### config.mk
export PLATFORM = sky130hd
export DESIGN_NAME = id_decode_queue_flat
export DESIGN_NICKNAME = d
export VERILOG_FILES = /design/src/rtl/id_decode_queue_if.sv /design/src/rtl/id_decode_queue.sv /design/src/flat_wrapper.sv
export SDC_FILE = /design/constraint.sdc
export NUM_CORES = 2
export LEC_CHECK = 0
export CORE_MARGIN = 2
export CORE_UTILIZATION = 25
export DETAILED_ROUTE_END_ITERATION = 6
export GPL_ROUTABILITY_DRIVEN = 0
export HOLD_SLACK_MARGIN = 0.05
export PLACE_DENSITY = 0.52
export SLEW_MARGIN = 10
export SYNTH_ARGS = -nofsm -noshare
export SYNTH_HDL_FRONTEND = slang
export SYNTH_HIERARCHICAL = 1
export SYNTH_SLANG_ARGS = --single-unit
### constraint.sdc
create_clock -name clk -period 6.64 [get_ports clk]
set_input_delay 0.664 -clock clk [delete_from_list [all_inputs] [get_ports clk]]
set_output_delay 0.664 -clock clk [all_outputs]
set_load 0.03 [all_outputs]
### src/rtl/id_decode_queue_if.sv
// id_decode_queue_if: fetch-side, dispatch-side and flush signals of the decode queue.
interface id_decode_queue_if #(
    parameter int FETCH_W  = 2,
    parameter int DECODE_W = 2,
    parameter int DEPTH    = 8,
    parameter int XLEN     = 32,
    parameter int CTRL_W   = 9
);
    logic                          flush_i;
    logic [FETCH_W-1:0]            if_valid_i;
    logic [FETCH_W*32-1:0]         if_instr_i;
    logic [FETCH_W*XLEN-1:0]       if_pc_i;
    logic                          if_ready_o;
    logic [DECODE_W-1:0]           id_valid_o;
    logic [DECODE_W*32-1:0]        id_instr_o;
    logic [DECODE_W*XLEN-1:0]      id_pc_o;
    logic [DECODE_W*CTRL_W-1:0]    id_ctrl_o;
    logic [$clog2(DECODE_W+1)-1:0] ds_accept_i;
    logic [$clog2(DEPTH+1)-1:0]    occupancy_o;

    modport slave (
        input  flush_i, if_valid_i, if_instr_i, if_pc_i, ds_accept_i,
        output if_ready_o, id_valid_o, id_instr_o, id_pc_o, id_ctrl_o, occupancy_o
    );
    modport master (
        output flush_i, if_valid_i, if_instr_i, if_pc_i, ds_accept_i,
        input  if_ready_o, id_valid_o, id_instr_o, id_pc_o, id_ctrl_o, occupancy_o
    );
endinterface

### src/rtl/id_decode_queue.sv
// id_decode_queue: multi-way circular instruction queue between fetch and dispatch,
// decoding the oldest DECODE_W entries with one control_unit per output lane.
module control_unit (
    input  logic [31:0] instr_i,
    output logic [8:0]  ctrl_o
);
    typedef struct packed {
        logic       reg_write;
        logic       alu_src;
        logic       mem_read;
        logic       mem_write;
        logic       branch;
        logic       jump;
        logic [2:0] alu_op;
    } control_type;

    control_type c;

    always_comb begin
        c = '0;
        case (instr_i[6:0])
            7'b0110011: begin c.reg_write = 1'b1; c.alu_op = 3'd2; end
            7'b0010011: begin c.reg_write = 1'b1; c.alu_src = 1'b1; c.alu_op = 3'd3; end
            7'b0000011: begin c.reg_write = 1'b1; c.alu_src = 1'b1; c.mem_read = 1'b1; end
            7'b0100011: begin c.alu_src = 1'b1; c.mem_write = 1'b1; end
            7'b1100011: begin c.branch = 1'b1; c.alu_op = 3'd1; end
            7'b1101111: begin c.reg_write = 1'b1; c.jump = 1'b1; end
            7'b1100111: begin c.reg_write = 1'b1; c.jump = 1'b1; c.alu_src = 1'b1; end
            7'b0110111: begin c.reg_write = 1'b1; c.alu_src = 1'b1; c.alu_op = 3'd4; end
            default: c = '0;
        endcase
    end

    assign ctrl_o = c;
endmodule

module id_decode_queue #(
    parameter int FETCH_W  = 2,
    parameter int DECODE_W = 2,
    parameter int DEPTH    = 8,
    parameter int XLEN     = 32
) (
    input logic            clk,
    input logic            reset_n,
    id_decode_queue_if.slave bus
);
    localparam int PW     = $clog2(DEPTH);
    localparam int CW     = $clog2(DEPTH+1);
    localparam int CTRL_W = 9;

    logic [31:0]   instr_q [DEPTH];
    logic [XLEN-1:0] pc_q  [DEPTH];
    logic [PW-1:0] head_q, head_d, tail_q, tail_d;
    logic [CW-1:0] count_q, count_d;
    logic [CW-1:0] n_enq, n_avail, n_acc, n_deq;
    logic          if_ready, run;

    // readiness ignores any dequeue happening in the same cycle
    assign if_ready = (count_q <= CW'(DEPTH-FETCH_W)) && !bus.flush_i;

    always_comb begin
        n_enq = '0;
        run   = 1'b1;
        for (int k = 0; k < FETCH_W; k++) begin
            run   = run & bus.if_valid_i[k];
            n_enq = n_enq + (run ? CW'(1) : CW'(0));
        end
    end

    assign n_avail = (count_q < CW'(DECODE_W)) ? count_q : CW'(DECODE_W);
    assign n_acc   = CW'(bus.ds_accept_i);
    assign n_deq   = bus.flush_i ? '0 : ((n_acc < n_avail) ? n_acc : n_avail);
    assign head_d  = bus.flush_i ? '0 : head_q + PW'(n_deq);
    assign tail_d  = bus.flush_i ? '0 : tail_q + (if_ready ? PW'(n_enq) : '0);
    assign count_d = bus.flush_i ? '0 : count_q + (if_ready ? n_enq : '0) - n_deq;

    always_ff @(posedge clk or negedge reset_n) begin
        if (!reset_n) begin
            head_q  <= '0;
            tail_q  <= '0;
            count_q <= '0;
            for (int i = 0; i < DEPTH; i++) begin
                instr_q[i] <= 32'h0000_0013;
                pc_q[i]    <= '0;
            end
        end else begin
            head_q  <= head_d;
            tail_q  <= tail_d;
            count_q <= count_d;
            for (int k = 0; k < FETCH_W; k++) begin
                if (if_ready && CW'(k) < n_enq) begin
                    instr_q[tail_q + PW'(k)] <= bus.if_instr_i[k*32 +: 32];
                    pc_q[tail_q + PW'(k)]    <= bus.if_pc_i[k*XLEN +: XLEN];
                end
            end
        end
    end

    assign bus.if_ready_o  = if_ready;
    assign bus.occupancy_o = count_q;

    for (genvar k = 0; k < DECODE_W; k++) begin : g_lane
        logic [PW-1:0] idx;
        assign idx                         = head_q + PW'(k);
        assign bus.id_valid_o[k]           = (CW'(k) < count_q) && !bus.flush_i;
        assign bus.id_instr_o[k*32 +: 32]  = instr_q[idx];
        assign bus.id_pc_o[k*XLEN +: XLEN] = pc_q[idx];
        control_unit u_cu (
            .instr_i(instr_q[idx]),
            .ctrl_o (bus.id_ctrl_o[k*CTRL_W +: CTRL_W])
        );
    end
endmodule

### src/flat_wrapper.sv
// flat-port wrapper written by rule: the top's interface ports become plain ports
module id_decode_queue_flat 
#(
    parameter int FETCH_W  = 2,
    parameter int DECODE_W = 2,
    parameter int DEPTH    = 8,
    parameter int XLEN     = 32
)
  (clk, reset_n, bus_flush_i, bus_if_valid_i, bus_if_instr_i, bus_if_pc_i, bus_ds_accept_i, bus_if_ready_o, bus_id_valid_o, bus_id_instr_o, bus_id_pc_o, bus_id_ctrl_o, bus_occupancy_o);
  id_decode_queue_if #(.FETCH_W(FETCH_W), .DECODE_W(DECODE_W), .DEPTH(DEPTH), .XLEN(XLEN), .CTRL_W(9)) bus_i ();
  input logic clk;
  input logic reset_n;
  input wire logic [$bits(bus_i.flush_i)-1:0] bus_flush_i;
  input wire logic [$bits(bus_i.if_valid_i)-1:0] bus_if_valid_i;
  input wire logic [$bits(bus_i.if_instr_i)-1:0] bus_if_instr_i;
  input wire logic [$bits(bus_i.if_pc_i)-1:0] bus_if_pc_i;
  input wire logic [$bits(bus_i.ds_accept_i)-1:0] bus_ds_accept_i;
  output wire logic [$bits(bus_i.if_ready_o)-1:0] bus_if_ready_o;
  output wire logic [$bits(bus_i.id_valid_o)-1:0] bus_id_valid_o;
  output wire logic [$bits(bus_i.id_instr_o)-1:0] bus_id_instr_o;
  output wire logic [$bits(bus_i.id_pc_o)-1:0] bus_id_pc_o;
  output wire logic [$bits(bus_i.id_ctrl_o)-1:0] bus_id_ctrl_o;
  output wire logic [$bits(bus_i.occupancy_o)-1:0] bus_occupancy_o;
  assign bus_i.flush_i = bus_flush_i;
  assign bus_i.if_valid_i = bus_if_valid_i;
  assign bus_i.if_instr_i = bus_if_instr_i;
  assign bus_i.if_pc_i = bus_if_pc_i;
  assign bus_i.ds_accept_i = bus_ds_accept_i;
  assign bus_if_ready_o = bus_i.if_ready_o;
  assign bus_id_valid_o = bus_i.id_valid_o;
  assign bus_id_instr_o = bus_i.id_instr_o;
  assign bus_id_pc_o = bus_i.id_pc_o;
  assign bus_id_ctrl_o = bus_i.id_ctrl_o;
  assign bus_occupancy_o = bus_i.occupancy_o;
  id_decode_queue #(.FETCH_W(FETCH_W), .DECODE_W(DECODE_W), .DEPTH(DEPTH), .XLEN(XLEN)) u_core (.clk(clk), .reset_n(reset_n), .bus(bus_i));
endmodule
Metal 1:
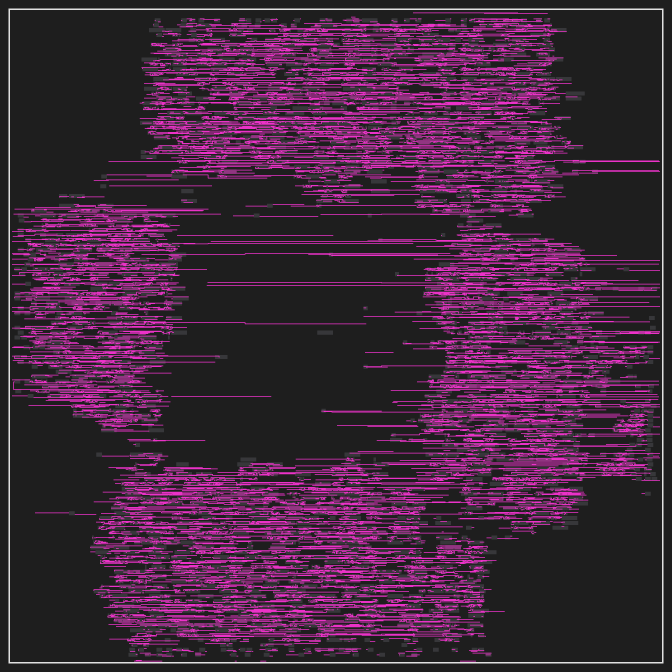
share of all routed wire: 43%
main direction: horizontal
wire length on this layer: 56.6 mm

The metal 2 layer:
The bar under the picture is 100 microns long.
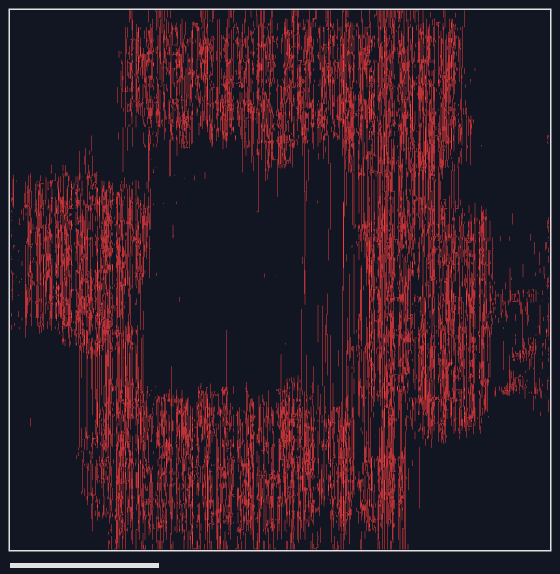
share of all routed wire: 45%
wire length on this layer: 59.3 mm
longest straight run: 105 microns

The metal 3 layer:
The bar under the picture is 100 microns long.
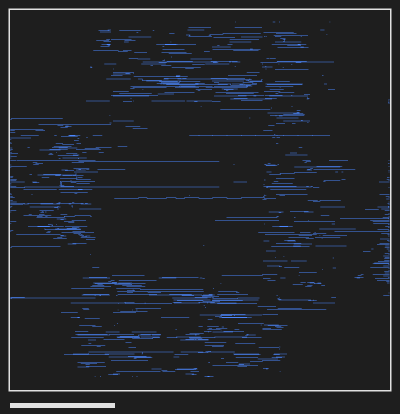
main direction: horizontal
wire length on this layer: 11200 microns
met3 usage: 0.0356
final wirelength: 131000 microns
Via Count: 28600

Met4 routing:
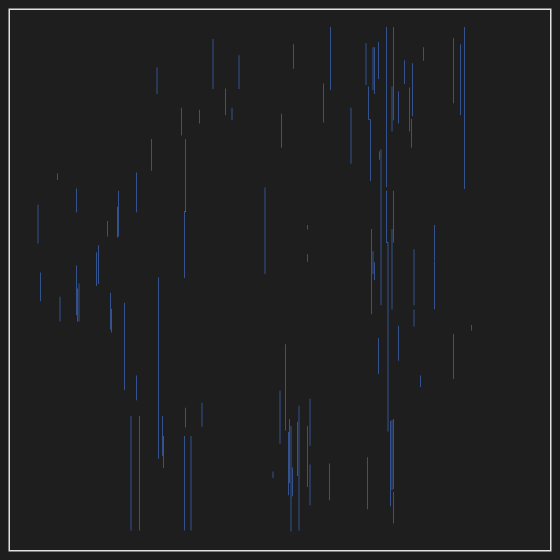
main direction: vertical
share of all routed wire: 2.6%
nets with wire on the layer: 57
longest straight run: 127 microns

==> flow_summary.ini <==
; yosys + openroad results
[run_status]
status = completed

[synthesis]
postSynth.topFlopCell = dfrtp_1
seq_area_frac_synth = 0.405
postSynthCellCount = 3503
synthesized_chip_area_reported_by_yosys_sq_um = 32300
post_synth_num_cell_types = 49
synthesis.area_sq_um = 32300
syn_avg_cell_area_sq_um = 9.22
flip_flops_with_a_built_in_enable = 0
fraction_of_registers_with_async_set_reset = 1.00
syn_nets = 3652
yosys_register_bits = 522
synthesis.yosys.warnings = 6
ys_cells = 3503

[worst_setup_path]
worst_path_largest_cell_delay_ps = 870
path_cells = ha_4 > mux4_2 > mux2_2 > nand2b_1 > or2_1 > a2111oi_2 > clkdlybuf4s50_1
critPathKind = reg2out
crit_path_top_delay_cell = ha_4
crit-reg2reg-launch = u_core/bus.occupancy_o[3]$_DFF_PN0_
timing.critical_path.max_delay_family = adder cells
crit_fanout = 41
critPathLaunch = u_core/head_q[0]$_DFF_PN0_
worstSetupPathDepth = 7
rr_worst_depth = 5
worst_setup_path_end_kind = output port
worst_ep_arrival_time_ps = 4470
worst-endpoint-required_ps = 5980
critical_path_source_type = register
cp.buffers_inverters = 1

[global_routing]
maximum_number_of_pins_on_one_net_before_global_route_repair = 151
antenna_violations_before_repair = 11
overflow = 0
groute.usage.overall = 0.194
first_global_vias = 27500
grt_pass1_wl_microns = 192000

[drt]
detail_route.drc_violations = 0
dr_wl_cell_microns = 25.0
router_iterations_before_antenna_repair = 6
vias_per_cell = 5.47
antenna_violating_nets_post_route = 0
iteration_0_drc_count_of_the_detailed_router = 3203

[die]
die-area_sq_um = 132000
fp-row-count = 131
io_pins = 288
chipWidth_microns = 363
core_area_sq_um = 128000
die_height_microns = 363
floorplan.core_util = 0.253

[finish]
final_layout_size_suffix_gt1_frac = 0.174
design.final.nets = 3654
most_common_cell_after_layout_fill_and_taps_aside = nand2_1
fin_util = 0.300
area_growth_syn_to_layout_pct = 18.8
most-common-layout-cells = 881 x nand2_1, 530 x nor2_1, 495 x dfrtp_1

[sta]
post-route-period-util = 0.773
setup_tns_ps = 0
clock-skew-final_ps = 29.6
slew_headroom = 0.288
timing.final.max_slew_violations = 0
hold-worst-slack_ps = 486
timing.fmax_ghz = 0.195
period_needed_ps = 5130
timing.final.setup_violations = 0
timing_hold_violations_final = 0
tightestPinTransition_ps = 1070
grt_setup_unrepaired = no

[run]
maxCapViolCount = 0
warnings = 44

[power]
power.leakage_nw = 15.1
max-vdd-ir-drop_uv = 427
power_density_nw_per_um2 = 480
power_mw = 18.4

[cts]
clk_latency_ps = 660
cts_buffer_depth = 3
count_of_clock_tree_sinks = 522
cts-resized-gates = 0
ctsHtreeMaxLevel = 3
path_clk_slew_ps = 50
root_buffer = clkbuf_16
clock_tree_from_tritoncts = yes
cts_made_buffers = 70

[worst_hold_path]
holdCritStartpoint = u_core/instr_q[193]$_DFF_PN1_
hold_class = reg2reg
worstHoldPathCells = 2

[placement]
port-buffer-count = 287
post-dp-hpwl_microns = 74900
==> worst min-delay path, cell delays in order, from the launching register on <==
cell	delay, ps
dfstp_2	380
nand2_1	50
a21oi_1	50
==> power breakdown <==
| group | leakage, nW | internal (mW) | total, mW | switching (mW) |
|---|---|---|---|---|
| sequential | 6.72 | 4.14 | 5.00 | 0.863 |
| clock | 1.13 | 2.26 | 3.88 | 1.62 |
| combinational | 7.28 | 4.49 | 9.55 | 5.06 |
==> final timing paths <==
path	slack (ps)	end
setup / recovery	1510	bus_id_ctrl_o[9]
hold / removal	490	u_core/instr_q[193]$_DFF_PN1_
setup reg to reg	3160	u_core/pc_q[229]$_DFF_PN0_
hold reg to reg	490	u_core/instr_q[193]$_DFF_PN1_
max in group asynchronous	4480	u_core/pc_q[56]$_DFF_PN0_
min in group asynchronous	620	u_core/instr_q[245]$_DFF_PN0_
==> stage by stage <==
stage / cells / area [sq um] / worst slack [ps]
global placement: 5094 / 36000 / 2160
detailed placement: 5094 / 36000 / 2110
global route: 5221 / 38400 / 1290
floorplan: 3503 / 32300 / 2540
finish: 5222 / 38400 / 1510
CTS: 5220 / 38400 / 1410
==> metal layers <==
metal	up-vias	share of wire	GRT usage	routed length [microns]
li1	12300	-	-	-
met1	14600	0.43	0.273	56600
met2	1513	0.45	0.301	59300
met3	216	0.086	0.0356	11200
met4	8	0.026	0.0642	3410
met5	-	0.00042	0	55
==> sequential cells by signal, indices dropped and copies added (netlist names) <==
name	cells
u_core/pc_q	256
u_core/head_q	3
u_core/tail_q	3
u_core/instr_q	256
u_core/bus.occupancy_o	4
==> area by class of cell <==
class                   instances  area [sq um]
multi-input cells            2551         17400
fillers                     13200         89500
repair buffers                348          3430
inverters                      12          45.0
flip-flops and latches        522         13100
well taps                    1662          2080
clock inverters                30           332
clock buffers                  95          1980
diodes                          2          5.00
==> cell families (layout without fill, tap and decap cells) <==
family | after synthesis | in the layout | synth area share
compound gates | 634 | 634 | 0.114
mux | 405 | 405 | 0.230
flops | 522 | 522 | 0.405
fa+ha+maj | 14 | 14 | 0.00635
xor+xnor | 10 | 10 | 0.00271
other cells | 1 | 3 | 0.000116
simple gates | 1487 | 1487 | 0.181
buf+inv | 430 | 485 | 0.0607
==> synth_stat cells, types with 10 or more instances <==
master / count / area [sq um]
a21oi_1: 241 / 1210
a31oi_1: 384 / 2400
buf_1: 22 / 82.6
buf_2: 119 / 596
buf_6: 13 / 146
clkbuf_1: 195 / 732
clkbuf_2: 64 / 320
dfrtp_1: 498 / 12500
dfstp_2: 24 / 631
ha_1: 10 / 125
inv_1: 12 / 45.0
mux2_2: 128 / 1440
mux2i_1: 21 / 210
mux4_2: 256 / 5770
nand2_1: 881 / 3310
nand3_1: 10 / 50.1
nand4_1: 11 / 68.8
nor2_1: 530 / 1990
==> what timing repair did <==
item	in CTS	in global routing
endpoints found under the hold margin	22	0
buffers inserted	0	0
setup endpoints to repair	0	0
hold buffers	1	0
Power is estimated from default activity; no workload was simulated.
